[src/rtl/vpu_pkg.sv]
`default_nettype none
// ============================================================================
// Module      : vpu_pkg
// Description : Shared video-pipeline constants and the bg FIFO filler state
//               encoding.
// Revision    : 1.0 - initial release
// ============================================================================
package vpu_pkg;

    localparam int H_MAX  = 640;   // pixels per line
    localparam int V_MAX  = 480;   // lines per frame
    localparam int DATA_W = 16;    // pixel width
    localparam int ADDR_W = 19;    // framebuffer word address width

    // Filler sequencing: wait for enable, latch base, stream reads, wait for
    // the tail of the frame to land in the FIFO.
    typedef enum logic [1:0] {
        IDLE  = 2'd0,
        LOAD  = 2'd1,
        FETCH = 2'd2,
        DRAIN = 2'd3
    } fill_state_t;

endpackage
`default_nettype wire

[src/rtl/rd_latency_pipe.sv]
`default_nettype none
// ============================================================================
// Module      : rd_latency_pipe
// Description : Tracks fixed-latency memory reads with a valid shift register
//               and registers the returned word toward the FIFO write port.
// Revision    : 1.0 - initial release
// ============================================================================
module rd_latency_pipe #(
    parameter int MEM_LATENCY = 2,
    parameter int DATA_W      = 16
) (
    input  logic              clk,
    input  logic              rst,
    input  logic              i_rd_en,
    input  logic [DATA_W-1:0] i_rd_data,
    output logic              o_wr_en,
    output logic [DATA_W-1:0] o_wr_data,
    output logic              o_busy
);

    logic [MEM_LATENCY-1:0] r_valid;
    logic                   r_wr_en;
    logic [DATA_W-1:0]      r_wr_data;

    // Shift a valid bit alongside each read; the last stage marks the cycle
    // in which the memory presents that read's data.
    always_ff @(posedge clk or posedge rst) begin
        if (rst) begin
            r_valid <= '0;
        end else begin
            r_valid[0] <= i_rd_en;
            for (int i = 1; i < MEM_LATENCY; i++) begin
                r_valid[i] <= r_valid[i-1];
            end
        end
    end

    // Capture returned data into the FIFO write register; data is only
    // loaded when a tracked read is due so stale bus values never propagate.
    always_ff @(posedge clk or posedge rst) begin
        if (rst) begin
            r_wr_en   <= 1'b0;
            r_wr_data <= '0;
        end else begin
            r_wr_en <= r_valid[MEM_LATENCY-1];
            if (r_valid[MEM_LATENCY-1]) begin
                r_wr_data <= i_rd_data;
            end
        end
    end

    assign o_wr_en   = r_wr_en;
    assign o_wr_data = r_wr_data;
    assign o_busy    = i_rd_en | (|r_valid) | r_wr_en;

endmodule
`default_nettype wire

[src/rtl/bg_fifo_filler.sv]
`default_nettype none
// ============================================================================
// Module      : bg_fifo_filler
// Description : Walks the background framebuffer in raster order, issues
//               fixed-latency reads and writes the pixels into the bg FIFO
//               under a credit check against the FIFO fill level.
// Revision    : 1.0 - initial release
// ============================================================================
module bg_fifo_filler #(
    parameter int H_MAX       = vpu_pkg::H_MAX,
    parameter int V_MAX       = vpu_pkg::V_MAX,
    parameter int DATA_W      = vpu_pkg::DATA_W,
    parameter int ADDR_W      = vpu_pkg::ADDR_W,
    parameter int MEM_LATENCY = 2,
    parameter int FIFO_DEPTH  = 1024,
    parameter int USEDW_W     = 10,
    parameter int FIFO_MARGIN = 4
) (
    input  logic               clk,
    input  logic               rst,
    input  logic               enable,
    input  logic [ADDR_W-1:0]  base_addr,
    output logic               mem_rd_en,
    output logic [ADDR_W-1:0]  mem_addr,
    input  logic [DATA_W-1:0]  mem_rd_data,
    input  logic [USEDW_W-1:0] fifo_usedw,
    output logic               fifo_wr_en,
    output logic [DATA_W-1:0]  fifo_wr_data,
    output logic [9:0]         fetch_x,
    output logic [8:0]         fetch_y,
    output logic               frame_done
);

    import vpu_pkg::*;

    // Credit sum is two bits wider than usedw so usedw + inflight never wraps.
    localparam int SUM_W  = USEDW_W + 2;
    localparam int INFL_W = USEDW_W + 1;

    localparam logic [SUM_W-1:0] C_CREDIT_LIMIT = SUM_W'(FIFO_DEPTH - FIFO_MARGIN);
    localparam logic [9:0]       C_X_LAST       = 10'(H_MAX - 1);
    localparam logic [8:0]       C_Y_LAST       = 9'(V_MAX - 1);

    fill_state_t         r_state;
    fill_state_t         w_state_next;
    logic [ADDR_W-1:0]   r_cur_addr;
    logic [ADDR_W-1:0]   r_mem_addr;
    logic                r_mem_rd_en;
    logic [9:0]          r_fetch_x;
    logic [8:0]          r_fetch_y;
    logic [INFL_W-1:0]   r_inflight;

    logic [SUM_W-1:0]    w_credit_sum;
    logic                w_credit_ok;
    logic                w_last_pixel;
    logic                w_issue;
    logic                w_frame_done;
    logic                w_pipe_busy;
    logic                w_fifo_wr_en;

    assign w_credit_sum = SUM_W'(fifo_usedw) + SUM_W'(r_inflight);
    assign w_credit_ok  = (w_credit_sum < C_CREDIT_LIMIT);
    assign w_last_pixel = (r_fetch_x == C_X_LAST) && (r_fetch_y == C_Y_LAST);

    // State register.
    always_ff @(posedge clk or posedge rst) begin
        if (rst) begin
            r_state <= IDLE;
        end else begin
            r_state <= w_state_next;
        end
    end

    // Next state, issue decision and end-of-frame pulse.
    always_comb begin
        w_state_next = r_state;
        w_issue      = 1'b0;
        w_frame_done = 1'b0;
        case (r_state)
            IDLE: begin
                if (enable) begin
                    w_state_next = LOAD;
                end
            end
            LOAD: begin
                w_state_next = FETCH;
            end
            FETCH: begin
                if (enable && w_credit_ok) begin
                    w_issue = 1'b1;
                    if (w_last_pixel) begin
                        w_state_next = DRAIN;
                    end
                end
            end
            DRAIN: begin
                if ((r_inflight == '0) && !w_pipe_busy) begin
                    w_frame_done = 1'b1;
                    w_state_next = enable ? LOAD : IDLE;
                end
            end
            default: begin
                w_state_next = IDLE;
            end
        endcase
    end

    // Raster position, linear read address and the registered read strobe.
    // base_addr is sampled only in LOAD so a mid-frame swap waits a frame.
    always_ff @(posedge clk or posedge rst) begin
        if (rst) begin
            r_cur_addr  <= '0;
            r_mem_addr  <= '0;
            r_mem_rd_en <= 1'b0;
            r_fetch_x   <= '0;
            r_fetch_y   <= '0;
        end else begin
            r_mem_rd_en <= w_issue;
            if (r_state == LOAD) begin
                r_cur_addr <= base_addr;
                r_fetch_x  <= '0;
                r_fetch_y  <= '0;
            end else if (w_issue) begin
                r_mem_addr <= r_cur_addr;
                r_cur_addr <= r_cur_addr + ADDR_W'(1);
                if (r_fetch_x == C_X_LAST) begin
                    r_fetch_x <= '0;
                    r_fetch_y <= (r_fetch_y == C_Y_LAST) ? 9'd0 : r_fetch_y + 9'd1;
                end else begin
                    r_fetch_x <= r_fetch_x + 10'd1;
                end
            end
        end
    end

    // Reads issued but not yet written to the FIFO; counted from the issue
    // decision so the credit check already sees a read on the next cycle.
    always_ff @(posedge clk or posedge rst) begin
        if (rst) begin
            r_inflight <= '0;
        end else begin
            case ({w_issue, w_fifo_wr_en})
                2'b10:   r_inflight <= r_inflight + INFL_W'(1);
                2'b01:   r_inflight <= r_inflight - INFL_W'(1);
                default: r_inflight <= r_inflight;
            endcase
        end
    end

    rd_latency_pipe #(
        .MEM_LATENCY (MEM_LATENCY),
        .DATA_W      (DATA_W)
    ) u_rd_latency_pipe (
        .clk       (clk),
        .rst       (rst),
        .i_rd_en   (r_mem_rd_en),
        .i_rd_data (mem_rd_data),
        .o_wr_en   (w_fifo_wr_en),
        .o_wr_data (fifo_wr_data),
        .o_busy    (w_pipe_busy)
    );

    assign mem_rd_en  = r_mem_rd_en;
    assign mem_addr   = r_mem_addr;
    assign fifo_wr_en = w_fifo_wr_en;
    assign fetch_x    = r_fetch_x;
    assign fetch_y    = r_fetch_y;
    assign frame_done = w_frame_done;

endmodule
`default_nettype wire

[config.mk]
export PLATFORM = sky130hd
export DESIGN_NAME = bg_fifo_filler
export DESIGN_NICKNAME = d
export VERILOG_FILES = /design/src/rtl/vpu_pkg.sv /design/src/rtl/rd_latency_pipe.sv /design/src/rtl/bg_fifo_filler.sv
export SDC_FILE = /design/constraint.sdc
export NUM_CORES = 1
export LEC_CHECK = 0
export ABC_AREA = 1
export CAP_MARGIN = 10
export CORE_MARGIN = 2
export CORE_UTILIZATION = 40
export DETAILED_ROUTE_END_ITERATION = 10
export PLACE_DENSITY = 0.75
export SLEW_MARGIN = 0
export SYNTH_ARGS = -nofsm -noshare
export SYNTH_HDL_FRONTEND = slang
export SYNTH_SLANG_ARGS = --single-unit
[constraint.sdc]
create_clock -name clk -period 3.7 [get_ports clk]
set_input_delay 0.74 -clock clk [delete_from_list [all_inputs] [get_ports clk]]
set_output_delay 0.74 -clock clk [all_outputs]
set_load 0.03 [all_outputs]
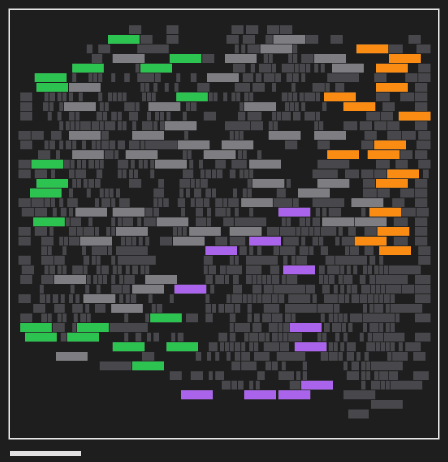
**Above:** register map, names as in the netlist.
Scale bar: 20 um.
`u_rd_latency_pipe.o_wr_data`: shown in orange, placed flops 16. `r_inflight`: shown in purple, placed flops 11. `mem_addr`: shown in green, placed flops 19.
Another 44 sequential cells are not colored.

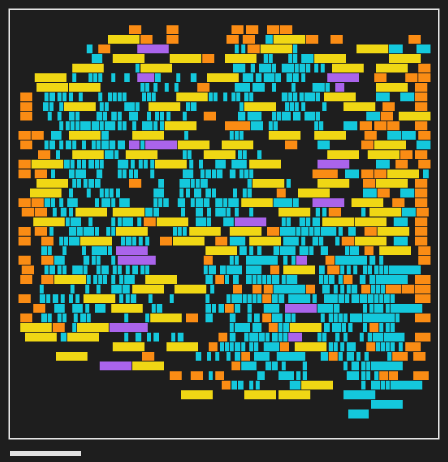
**Above:** placed cells, one color a class.
Scale bar: 20 um.
registers: shown in yellow, cells 90, share of their area 31%. remaining buffers and delay cells: shown in orange, cells 134, share of their area 18%. clock drivers and dummy loads: shown in purple, cells 16, share of their area 4.7%. remaining logic cells: shown in cyan, cells 592, share of their area 46%.

==> out/highlights.md <==
## Routing
- **post-detailed-route DRC marker count** 0
- **average via count per standard cell** 4.955
- **number of nets still failing antenna checks after routing** 0

## Layout
- **cell class ranked first by area** combinational gates
- **Non-Clock Buffer Area Fraction** 0.1770
- **clock buffer and inverter area fraction after layout** 0.04517
- **invs w/o clock** 58
- **register area** 0.002252 mm^2

## Setup path
- **crit-path most repeated cell** nand2_1
- **Critical Path, Cell by Cell** dlymetal6s2s_1, ha_4, nand2_1, a21oi_1, nor2_1, buf_4, nand4_1, nand2_1, nor2_4, nand3_4, ha_4, buf_4, ha_4, nand2_1, o21a_1, nand2_1, nand2_1, nand2_1, a21oi_1, or2_2, a31oi_1

## Placement
- **HPWL after detailed placement** 9556 um
- **routability congestion estimate from global placement** 0.8807
- **cell count after placement** 990

## Power
- **proportion of power drawn by the clock network** 0.317
- **power share of the sequential group** 0.381

## Min path
- **hold crit path type** flop to flop

## Clock network
- **latest clock arrival within the worst-skew pair** 360 ps
- **Clock Root Buffer** clkbuf_16

## Status
- **outcome** finished, final reports clean

## Yosys
- **Compound-Gate Fraction of Synth Area** 0.08749
- **mean instance size in the synthesized netlist** 7.812 um^2
- **number of synthesized flops with an enable pin** 0
- **Synthesized registers** 90
- **portion of the post-synthesis area used by sequential elements** 0.4101

## GRT
- **pin count of the biggest net entering global routing** 54
- **global-route wire length before repair** 21970 um

## Die
- **count of pins on the block boundary** 105

## Final timing
- **Setup violations, final** 0
- **final cycle utilization of the critical path** 0.8961

## Job
- **number of warnings in the stage logs** 30

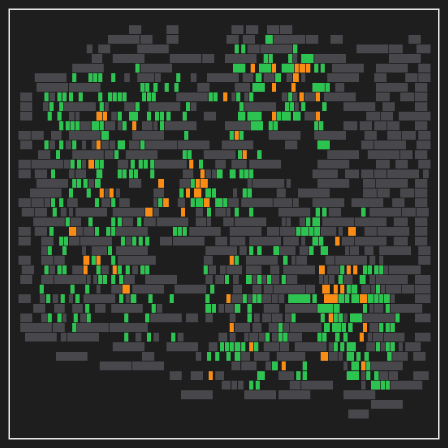
**Above:** selected gate families.
nor cells: shown in orange, cells 60. nand cells: shown in green, cells 317.

-- power by group through the flow --
stage / Combinational [mW] / Clock [mW] / Sequential (mW)
CTS: 0.984 / 1.05 / 1.23
finish: 0.983 / 1.03 / 1.24
global placement: 0.954 / 0 / 1.25
floorplan: 0.772 / 0 / 1.23
global route: 1.12 / 1.09 / 1.25
detailed placement: 0.979 / 0 / 1.25
-- what timing repair did --
item,in CTS,in global routing
endpoints found under the setup margin,0,6
buffers inserted,0,2
gates resized,0,34
-- routing by layer --
layer | vias to the layer above | routed length (um) | GRT usage
li1 | 2528 | - | -
met1 | 2326 | 6436 | 0.2541
met2 | 126 | 6211 | 0.2921
met3 | 15 | 894 | 0.04370
met4 | 0 | 207 | 0.06609
met5 | - | 0 | 0
-- state kept, by name, summed over array words and instances, names as in the netlist --
register / cells
r_inflight: 11
mem_addr: 19
r_state: 2
r_cur_addr: 19
u_rd_latency_pipe.o_wr_en: 1
fetch_x: 10
fetch_y: 9
u_rd_latency_pipe.o_wr_data: 16
u_rd_latency_pipe.r_valid: 2
mem_rd_en: 1
-- through the flow --
stage,power (mW),setup TNS [ps],setup slack (ps),utilization
after floorplan,2.003,0,27.33,-
after global placement,2.202,-980.9,-245.5,0.5149
after detailed placement,2.228,-1236,-309.1,0.5149
after CTS,3.269,0,26.77,0.5400
after global routing,3.458,0,188.7,0.5561
final,3.250,0,384.6,0.5561
-- logic make-up after synthesis --
| kind of cell | Yosys count |
|---|---|
| simple gates | 382 |
| flops | 90 |
| compound gates | 82 |
| buf+inv | 79 |
| fa+ha+maj | 28 |
| xor+xnor | 26 |
| mux | 16 |
Power is estimated from default activity; no workload was simulated.
